Fig. 1: metal 1
Cells faint in the background.
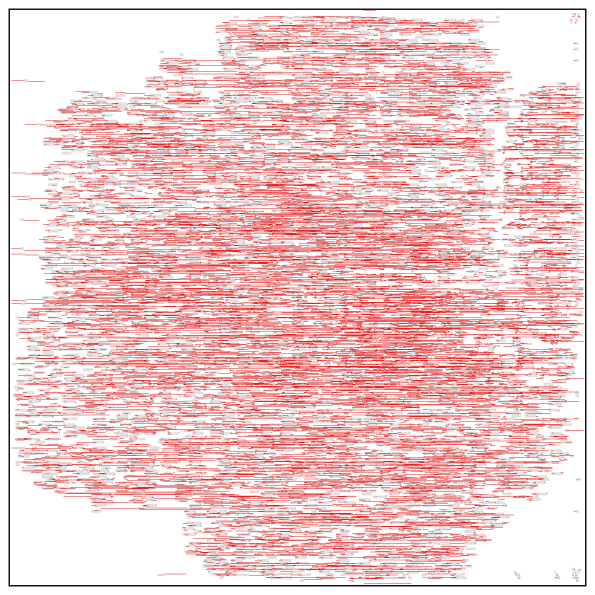
Fig. 2: M2 wires
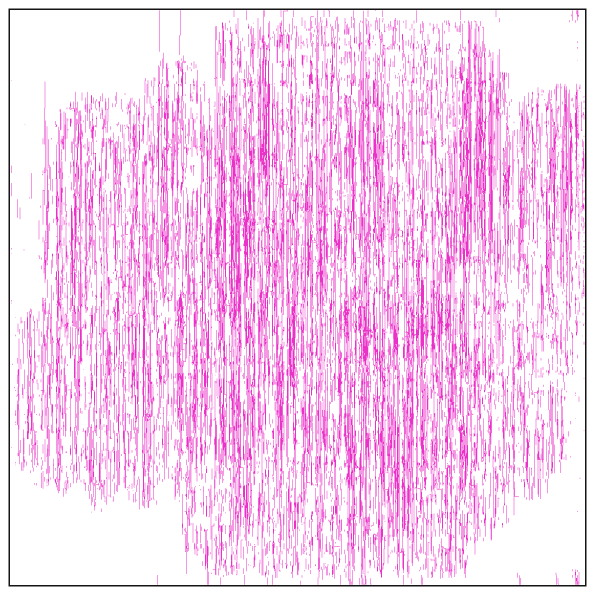
Fig. 3: met3 routing
Cells faint in the background.
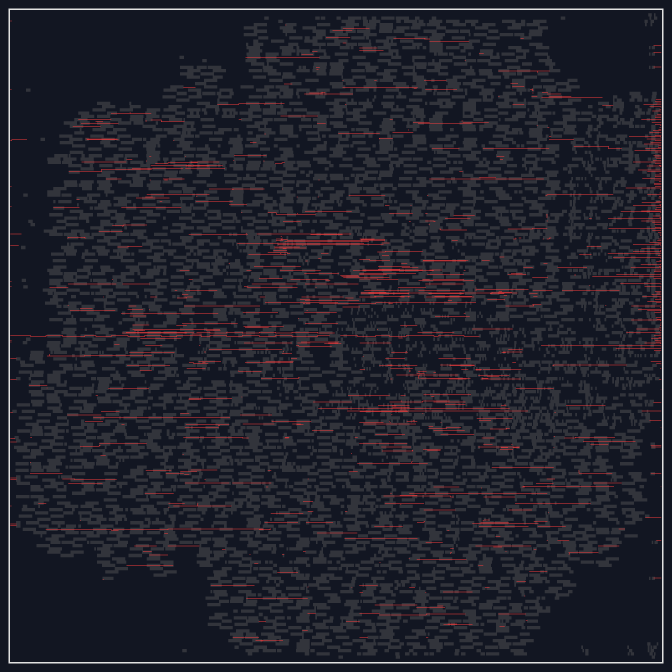
Fig. 4: metal 4
Scale bar: 200 um. Cells faint in the background.
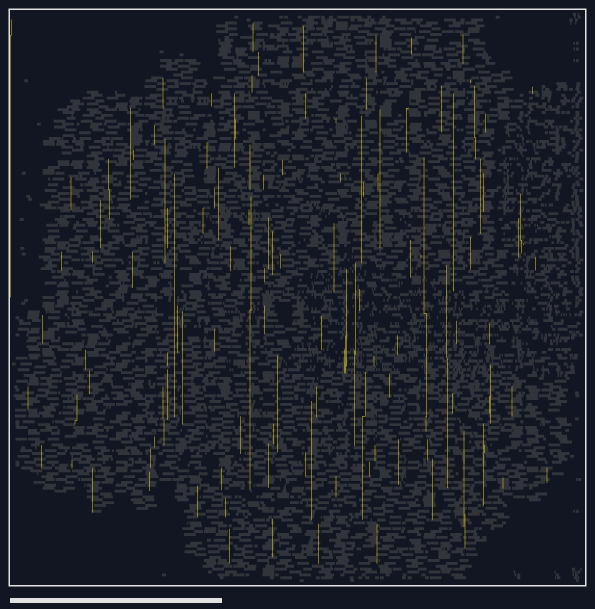
Fig. 5: routing congestion map
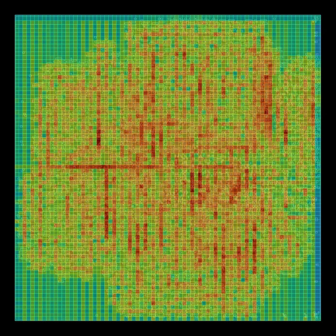
[src/rtl/replay_reader_pkg.sv]
// Shared constants, FSM state type and the sample-unpack helper for the
// DDR IQ playback reader.
//   BURST_LEN / BURST_BYTES : 16 beats x 8 bytes per AR burst
//   AXI_* : fixed AR channel attributes (INCR, 64-bit, modifiable/bufferable)
//   unpack_sample : pulls sample idx out of a 64-bit word in 8- or 16-bit packing
package replay_reader_pkg;

  localparam int         BURST_LEN      = 16;
  localparam int         BURST_BYTES    = 128;
  localparam logic [3:0] AXI_ARLEN      = 4'(BURST_LEN - 1);
  localparam logic [2:0] AXI_ARSIZE     = 3'd3;
  localparam logic [1:0] AXI_BURST_INCR = 2'b01;
  localparam logic [3:0] AXI_ARCACHE    = 4'b0011;

  typedef enum logic [1:0] {ST_IDLE, ST_RUN, ST_DRAIN} state_e;

  typedef struct packed {
    logic [11:0] re;
    logic [11:0] im;
  } sample_t;

  // 16-bit packing: two samples per word, each a 12-bit value in the low
  // bits of a 16-bit lane. 8-bit packing: four byte pairs, left-justified.
  function automatic sample_t unpack_sample(input logic [63:0] w,
                                            input logic [1:0]  idx,
                                            input logic        mode8);
    sample_t s;
    int      base;
    base = mode8 ? 16 * int'(idx) : 32 * int'(idx[0]);
    if (mode8) begin
      s.re = {w[base +: 8], 4'b0};
      s.im = {w[base + 8 +: 8], 4'b0};
    end else begin
      s.re = w[base +: 12];
      s.im = w[base + 16 +: 12];
    end
    return s;
  endfunction

endpackage

[src/rtl/replay_reader_if.sv]
// AXI3 read-address and read-data channels used by the playback reader.
//   master : the reader (drives AR*, RREADY)
//   slave  : the memory / interconnect side (drives ARREADY, R*)
interface replay_reader_if;
  logic [31:0] ARADDR;
  logic [3:0]  ARLEN;
  logic [2:0]  ARSIZE;
  logic [1:0]  ARBURST;
  logic [3:0]  ARCACHE;
  logic [2:0]  ARPROT;
  logic [1:0]  ARLOCK;
  logic        ARVALID;
  logic        ARREADY;
  logic [63:0] RDATA;
  logic [1:0]  RRESP;
  logic        RLAST;
  logic        RVALID;
  logic        RREADY;

  modport master (
    output ARADDR, ARLEN, ARSIZE, ARBURST, ARCACHE, ARPROT, ARLOCK, ARVALID,
    input  ARREADY,
    input  RDATA, RRESP, RLAST, RVALID,
    output RREADY
  );

  modport slave (
    input  ARADDR, ARLEN, ARSIZE, ARBURST, ARCACHE, ARPROT, ARLOCK, ARVALID,
    output ARREADY,
    output RDATA, RRESP, RLAST, RVALID,
    input  RREADY
  );
endinterface

[src/rtl/replay_beat_fifo.sv]
// Synchronous read-data FIFO with show-ahead read port and occupancy count.
//   clk, rst_n   : clock, async active-low reset
//   flush_i      : drop all contents (pointers back to zero)
//   wr_en_i/wr_data_i : push one beat
//   rd_en_i/rd_data_o : pop head beat; rd_data_o is valid while !empty_o
//   empty_o, count_o  : status
module replay_beat_fifo #(
  parameter int DEPTH = 32,
  parameter int W     = 64
) (
  input  logic                     clk,
  input  logic                     rst_n,
  input  logic                     flush_i,
  input  logic                     wr_en_i,
  input  logic [W-1:0]             wr_data_i,
  input  logic                     rd_en_i,
  output logic [W-1:0]             rd_data_o,
  output logic                     empty_o,
  output logic [$clog2(DEPTH):0]   count_o
);
  localparam int AW = $clog2(DEPTH);

  logic [W-1:0]  mem_q [DEPTH];
  logic [AW-1:0] wr_ptr_q, rd_ptr_q;
  logic [AW:0]   count_q;

  always_ff @(posedge clk) begin
    if (wr_en_i) mem_q[wr_ptr_q] <= wr_data_i;
  end

  always_ff @(posedge clk or negedge rst_n) begin
    if (!rst_n) begin
      wr_ptr_q <= '0;
      rd_ptr_q <= '0;
      count_q  <= '0;
    end else if (flush_i) begin
      wr_ptr_q <= '0;
      rd_ptr_q <= '0;
      count_q  <= '0;
    end else begin
      if (wr_en_i) wr_ptr_q <= wr_ptr_q + 1'b1;
      if (rd_en_i) rd_ptr_q <= rd_ptr_q + 1'b1;
      count_q <= count_q + {{AW{1'b0}}, wr_en_i} - {{AW{1'b0}}, rd_en_i};
    end
  end

  assign rd_data_o = mem_q[rd_ptr_q];
  assign empty_o   = (count_q == '0);
  assign count_o   = count_q;
endmodule

[src/rtl/replay_reader.sv]
// AXI3 read master that plays back IQ recordings from DDR as a sample stream.
//   clk, rst_n          : clock, async active-low reset
//   start/stop          : begin playback (latches addresses, mode) / abort
//   mode_8bit           : packing of the recording, sampled at start
//   start/end_address   : 128-byte aligned byte range, end exclusive
//   busy, finished      : status; finished pulses as playback ends
//   rd_error            : sticky non-OKAY RRESP flag, cleared by start
//   next_address        : address of the next AR burst
//   re_out/im_out, valid_out, ready_in : output sample stream
//   axi                 : AR/R channels (master side)
module replay_reader
  import replay_reader_pkg::*;
#(
  parameter int FIFO_DEPTH = 32,
  parameter int MAX_OUTST  = 2
) (
  input  logic                  clk,
  input  logic                  rst_n,
  input  logic                  start,
  input  logic                  stop,
  input  logic                  mode_8bit,
  input  logic [31:0]           start_address,
  input  logic [31:0]           end_address,
  output logic                  busy,
  output logic                  finished,
  output logic                  rd_error,
  output logic [31:0]           next_address,
  output logic [11:0]           re_out,
  output logic [11:0]           im_out,
  output logic                  valid_out,
  input  logic                  ready_in,
  replay_reader_if.master       axi
);
  localparam int CW = $clog2(FIFO_DEPTH);
  localparam int OW = $clog2(MAX_OUTST + 1);
  // An AR may go out only if the beats already held plus those promised
  // leave room for a whole burst, so RREADY can stay high unconditionally.
  localparam logic [CW+1:0] CREDIT_LIMIT = (CW+2)'(FIFO_DEPTH - BURST_LEN);

  state_e        state_q, state_d;
  logic          abort_q, mode8_q, arvalid_q, rd_error_q;
  logic [31:0]   next_addr_q, end_addr_q;
  logic [OW-1:0] outst_q;
  logic [CW:0]   resv_q;
  logic [63:0]   word_q;
  logic [1:0]    idx_q, rem_q;
  sample_t       out_q;
  logic          out_vld_q;

  logic          ar_hs, r_hs, start_acc, stop_acc, at_end, credit_ok, ar_issue;
  logic          drain_done, unpack_empty, out_free, pop, fifo_wr;
  logic          fifo_empty;
  logic [63:0]   fifo_rdata;
  logic [CW:0]   fifo_count;

  assign ar_hs     = arvalid_q && axi.ARREADY;
  assign r_hs      = axi.RVALID && axi.RREADY;
  assign start_acc = (state_q == ST_IDLE) && start && !stop;
  assign stop_acc  = (state_q != ST_IDLE) && stop;
  assign at_end    = (next_addr_q == end_addr_q);
  assign credit_ok = ({1'b0, fifo_count} + {1'b0, resv_q}) <= CREDIT_LIMIT;
  assign ar_issue  = (state_q == ST_RUN) && !stop && !at_end && !arvalid_q &&
                     (outst_q < OW'(MAX_OUTST)) && credit_ok;

  assign unpack_empty = !out_vld_q && (rem_q == 2'd0);
  // An aborted run only waits for the bus to settle; buffered data is dropped.
  assign drain_done   = (outst_q == '0) && !arvalid_q &&
                        (abort_q || (fifo_empty && unpack_empty));

  // ---------------- FSM ----------------
  always_ff @(posedge clk or negedge rst_n) begin
    if (!rst_n) state_q <= ST_IDLE;
    else        state_q <= state_d;
  end

  always_comb begin
    state_d = state_q;
    unique case (state_q)
      ST_IDLE:  if (start_acc)      state_d = ST_RUN;
      ST_RUN:   if (stop || at_end) state_d = ST_DRAIN;
      ST_DRAIN: if (drain_done)     state_d = ST_IDLE;
      default:                      state_d = ST_IDLE;
    endcase
  end

  always_comb begin
    busy     = 1'b0;
    finished = 1'b0;
    unique case (state_q)
      ST_RUN:   busy = 1'b1;
      ST_DRAIN: begin
        busy     = 1'b1;
        finished = drain_done;
      end
      default: ;
    endcase
  end

  // ---------------- AR issue, credit, outstanding ----------------
  always_ff @(posedge clk or negedge rst_n) begin
    if (!rst_n) begin
      next_addr_q <= '0;
      end_addr_q  <= '0;
      mode8_q     <= 1'b0;
      abort_q     <= 1'b0;
      arvalid_q   <= 1'b0;
      outst_q     <= '0;
      resv_q      <= '0;
      rd_error_q  <= 1'b0;
    end else begin
      if (start_acc) begin
        next_addr_q <= start_address;
        end_addr_q  <= end_address;
        mode8_q     <= mode_8bit;
      end else if (ar_hs) begin
        next_addr_q <= next_addr_q + 32'(BURST_BYTES);
      end

      if (start_acc)     abort_q <= 1'b0;
      else if (stop_acc) abort_q <= 1'b1;

      // Once raised, ARVALID holds (even across an abort) until accepted.
      if (ar_hs)         arvalid_q <= 1'b0;
      else if (ar_issue) arvalid_q <= 1'b1;

      unique case ({ar_hs, r_hs && axi.RLAST})
        2'b10:   outst_q <= outst_q + 1'b1;
        2'b01:   outst_q <= outst_q - 1'b1;
        default: ;
      endcase

      resv_q <= resv_q + (ar_hs ? (CW+1)'(BURST_LEN) : '0) - {{CW{1'b0}}, r_hs};

      if (start_acc)                        rd_error_q <= 1'b0;
      else if (r_hs && axi.RRESP != 2'b00)  rd_error_q <= 1'b1;
    end
  end

  assign axi.ARADDR  = next_addr_q;
  assign axi.ARLEN   = AXI_ARLEN;
  assign axi.ARSIZE  = AXI_ARSIZE;
  assign axi.ARBURST = AXI_BURST_INCR;
  assign axi.ARCACHE = AXI_ARCACHE;
  assign axi.ARPROT  = 3'b000;
  assign axi.ARLOCK  = 2'b00;
  assign axi.ARVALID = arvalid_q;
  assign axi.RREADY  = busy;

  // ---------------- beat buffer ----------------
  assign fifo_wr = r_hs && !abort_q && !stop_acc;

  replay_beat_fifo #(.DEPTH(FIFO_DEPTH), .W(64)) u_fifo (
    .clk       (clk),
    .rst_n     (rst_n),
    .flush_i   (stop_acc),
    .wr_en_i   (fifo_wr),
    .wr_data_i (axi.RDATA),
    .rd_en_i   (pop),
    .rd_data_o (fifo_rdata),
    .empty_o   (fifo_empty),
    .count_o   (fifo_count)
  );

  // ---------------- unpacker / output register ----------------
  // Sample 0 goes straight from the FIFO head into the output register; the
  // word is kept so the remaining samples follow on later cycles.
  assign out_free = !out_vld_q || ready_in;
  assign pop      = out_free && (rem_q == 2'd0) && !fifo_empty && !abort_q && !stop_acc;

  always_ff @(posedge clk or negedge rst_n) begin
    if (!rst_n) begin
      word_q    <= '0;
      idx_q     <= '0;
      rem_q     <= '0;
      out_q     <= '0;
      out_vld_q <= 1'b0;
    end else if (stop_acc) begin
      rem_q     <= '0;
      out_vld_q <= 1'b0;
    end else if (out_free) begin
      if (rem_q != 2'd0) begin
        out_q     <= unpack_sample(word_q, idx_q, mode8_q);
        idx_q     <= idx_q + 1'b1;
        rem_q     <= rem_q - 1'b1;
        out_vld_q <= 1'b1;
      end else if (pop) begin
        out_q     <= unpack_sample(fifo_rdata, 2'd0, mode8_q);
        word_q    <= fifo_rdata;
        idx_q     <= 2'd1;
        rem_q     <= mode8_q ? 2'd3 : 2'd1;
        out_vld_q <= 1'b1;
      end else begin
        out_vld_q <= 1'b0;
      end
    end
  end

  assign re_out       = out_q.re;
  assign im_out       = out_q.im;
  assign valid_out    = out_vld_q;
  assign rd_error     = rd_error_q;
  assign next_address = next_addr_q;
endmodule

[src/flat_wrapper.sv]
// flat-port wrapper written by rule: the top's interface ports become plain ports
module replay_reader_flat import replay_reader_pkg::*;
#(
  parameter int FIFO_DEPTH = 32,
  parameter int MAX_OUTST  = 2
)
  (clk, rst_n, start, stop, mode_8bit, start_address, end_address, busy, finished, rd_error, next_address, re_out, im_out, valid_out, ready_in, axi_ARADDR, axi_ARLEN, axi_ARSIZE, axi_ARBURST, axi_ARCACHE, axi_ARPROT, axi_ARLOCK, axi_ARVALID, axi_ARREADY, axi_RDATA, axi_RRESP, axi_RLAST, axi_RVALID, axi_RREADY);
  replay_reader_if axi_i ();
  input  logic clk;
  input  logic rst_n;
  input  logic start;
  input  logic stop;
  input  logic mode_8bit;
  input  logic [31:0] start_address;
  input  logic [31:0] end_address;
  output logic busy;
  output logic finished;
  output logic rd_error;
  output logic [31:0] next_address;
  output logic [11:0] re_out;
  output logic [11:0] im_out;
  output logic valid_out;
  input  logic ready_in;
  output wire logic [$bits(axi_i.ARADDR)-1:0] axi_ARADDR;
  output wire logic [$bits(axi_i.ARLEN)-1:0] axi_ARLEN;
  output wire logic [$bits(axi_i.ARSIZE)-1:0] axi_ARSIZE;
  output wire logic [$bits(axi_i.ARBURST)-1:0] axi_ARBURST;
  output wire logic [$bits(axi_i.ARCACHE)-1:0] axi_ARCACHE;
  output wire logic [$bits(axi_i.ARPROT)-1:0] axi_ARPROT;
  output wire logic [$bits(axi_i.ARLOCK)-1:0] axi_ARLOCK;
  output wire logic [$bits(axi_i.ARVALID)-1:0] axi_ARVALID;
  input wire logic [$bits(axi_i.ARREADY)-1:0] axi_ARREADY;
  input wire logic [$bits(axi_i.RDATA)-1:0] axi_RDATA;
  input wire logic [$bits(axi_i.RRESP)-1:0] axi_RRESP;
  input wire logic [$bits(axi_i.RLAST)-1:0] axi_RLAST;
  input wire logic [$bits(axi_i.RVALID)-1:0] axi_RVALID;
  output wire logic [$bits(axi_i.RREADY)-1:0] axi_RREADY;
  assign axi_ARADDR = axi_i.ARADDR;
  assign axi_ARLEN = axi_i.ARLEN;
  assign axi_ARSIZE = axi_i.ARSIZE;
  assign axi_ARBURST = axi_i.ARBURST;
  assign axi_ARCACHE = axi_i.ARCACHE;
  assign axi_ARPROT = axi_i.ARPROT;
  assign axi_ARLOCK = axi_i.ARLOCK;
  assign axi_ARVALID = axi_i.ARVALID;
  assign axi_i.ARREADY = axi_ARREADY;
  assign axi_i.RDATA = axi_RDATA;
  assign axi_i.RRESP = axi_RRESP;
  assign axi_i.RLAST = axi_RLAST;
  assign axi_i.RVALID = axi_RVALID;
  assign axi_RREADY = axi_i.RREADY;
  replay_reader #(.FIFO_DEPTH(FIFO_DEPTH), .MAX_OUTST(MAX_OUTST)) u_core (.clk(clk), .rst_n(rst_n), .start(start), .stop(stop), .mode_8bit(mode_8bit), .start_address(start_address), .end_address(end_address), .busy(busy), .finished(finished), .rd_error(rd_error), .next_address(next_address), .re_out(re_out), .im_out(im_out), .valid_out(valid_out), .ready_in(ready_in), .axi(axi_i));
endmodule
[config.mk]
export PLATFORM = sky130hd
export DESIGN_NAME = replay_reader_flat
export DESIGN_NICKNAME = d
export VERILOG_FILES = /design/src/rtl/replay_reader_pkg.sv /design/src/rtl/replay_reader_if.sv /design/src/rtl/replay_beat_fifo.sv /design/src/rtl/replay_reader.sv /design/src/flat_wrapper.sv
export SDC_FILE = /design/constraint.sdc
export NUM_CORES = 2
export LEC_CHECK = 0
export CELL_PAD_IN_SITES_DETAIL_PLACEMENT = 1
export CELL_PAD_IN_SITES_GLOBAL_PLACEMENT = 1
export CORE_MARGIN = 1
export CORE_UTILIZATION = 30
export DETAILED_ROUTE_END_ITERATION = 10
export GPL_ROUTABILITY_DRIVEN = 0
export GPL_TIMING_DRIVEN = 0
export PLACE_DENSITY_LB_ADDON = 0.1
export SYNTH_ARGS = -nofsm -noshare
export SYNTH_HDL_FRONTEND = slang
export SYNTH_HIERARCHICAL = 1
export SYNTH_SLANG_ARGS = --single-unit
[constraint.sdc]
create_clock -name clk -period 15.9 [get_ports clk]
set_clock_uncertainty 0.1 [all_clocks]
set_input_delay 2.385 -clock clk [delete_from_list [all_inputs] [get_ports clk]]
set_output_delay 2.385 -clock clk [all_outputs]
set_load 0.05 [all_outputs]
==> impl_metrics.tcl <==
# flow metrics
set metrics [dict create \
    maxCapViolCount 1 \
    p_leak_nw 34.2 \
    cts_resized 0 \
    cts_sinks 2235 \
    antenna_found_initial 15 \
    crit_path_end "u_core/u_fifo/mem_q[10][51]$_DFFE_PP_" \
    synth_cell_types 61 \
    arrival_ns 6.59 \
    cts_root_buf "clkbuf_16" \
    edf_count 2048 \
    yosys_area_mm2 0.0872 \
    rows 197 \
    critical_path_buf_inv_count 9 \
    io_buffers 232 \
    max_stage_delay_ns 0.91 \
    setup_slack_ns 9.77 \
    startpoint_type "primary input" \
    fin_area_mm2 0.106 \
    viasPerCell 5.07 \
    hold_path.class "flip-flop to flip-flop" \
    maxSlewViolCount 3 \
    tightest_slew_ns 1.51 \
    path_common_cell "buf_6" \
    critPathTopFamily "buffers and inverters" \
    layoutNonFillerInstCount 9111 \
    cts_setup_buffers 0 \
    combGateArea_mm2 0.0195 \
    place_area_mm2 0.0978 \
    preCtsSetupSlack_ns 8.74 \
    power_mw 17.8 \
    numCtsBuffers 263 \
    clk_latency_ns 0.89 \
    drive_gt1_share_pct 24.7 \
    slew_headroom_pct -1.41 \
    worstPathRequired_ns 16.36 \
    syn_area_per_cell_um2 20.2 \
    antenna_left 0 \
    fmax_ghz 0.163 \
    power_density_mw_per_mm2 168 \
    violations "capacitance limit, slew limit" \
    grt_pass1_vias 48900 \
    nNetsFinal 5206 \
    io_pins 251 \
    fin_tns_setup_ns 0 \
    reg2reg_slack_ns 10.94 \
    outcome "finished, violations left" \
]
Back to the opening pictures, Fig. 1:
- nets with wire on the layer: 4988
- longest straight run: 150 um
final wirelength: 292000 um
M1 GR Usage: 28.2%
vias: 46200

Back to the opening pictures, Fig. 2:
- share of all routed wire: 47%
- longest straight run: 194 um
- main direction: vertical
- nets with wire on the layer: 4718
- wire length on this layer: 138 mm

Back to the opening pictures, Fig. 3:
- wire length on this layer: 13300 um
- nets with wire on the layer: 481
- longest straight run: 159 um

Back to the opening pictures, Fig. 4:
- longest straight run: 247 um
- main direction: vertical
- share of all routed wire: 2.0%

Back to the opening pictures, Fig. 5:
Wirelength per Cell: 32.1 um
met3 Use GR: 2.78%
GRT Total Usage: 19.8%
GR Layer Usage met2: 32.0%
GR peak layer: met2

[layer usage]
metal / GRT usage, % / vias up / part of all wire, %
li1: - / 19200 / -
met1: 28.2 / 25500 / 46
met2: 32.0 / 1221 / 47
met3: 2.78 / 312 / 4.5
met4: 4.45 / 4 / 1.9
met5: 0 / - / 0.0092
[worst min-delay path by stage]
stage | endpoint | slack [ns] | cells after the start
6_report | u_core/word_q[10]$_DFFE_PN0P_ | 0.37 | 2
5_1_grt | u_core/word_q[1]$_DFFE_PN0P_ | 0.42 | 2
4_1_cts | u_core/word_q[10]$_DFFE_PN0P_ | 0.38 | 2
3_5_place_dp | u_core/word_q[10]$_DFFE_PN0P_ | 0.36 | 2
3_3_place_gp | u_core/word_q[10]$_DFFE_PN0P_ | 0.36 | 2
2_1_floorplan | u_core/word_q[44]$_DFFE_PN0P_ | 0.34 | 2
[layout make-up]
type                    instances  area share (%)
diodes                          4         0.00943
plain buffers                 291            1.68
clock buffers                 330            6.56
clock inverters               129            1.27
inverters                      31           0.110
multi-input cells            1776            18.4
flip-flops and latches       2235            62.4
well taps                    3880            4.57
repair buffers                435            5.05
[cells by family (layout without fill, tap and decap cells)]
kind of cell	after synthesis	count (layout)	synth area share [%]
flip-flops	2235	2235	75.9
multiplexers	667	667	14.3
AND/OR/NAND/NOR	505	505	2.58
AND-OR/OR-AND	475	475	3.81
buffers and inverters	322	1216	2.17
XOR/XNOR	77	77	0.773
adder cells (fa/ha/maj)	34	34	0.513
other	2	22	0.00861
[power breakdown]
part / internal (mW) / leakage (nW) / total [mW] / switching [mW]
sequential: 6.69 / 20.7 / 7.01 / 0.315
clock: 3.46 / 4.07 / 5.92 / 2.46
combinational: 1.91 / 9.48 / 4.86 / 2.95
Power figures rest on the tool's default switching activity, not on a simulated workload.
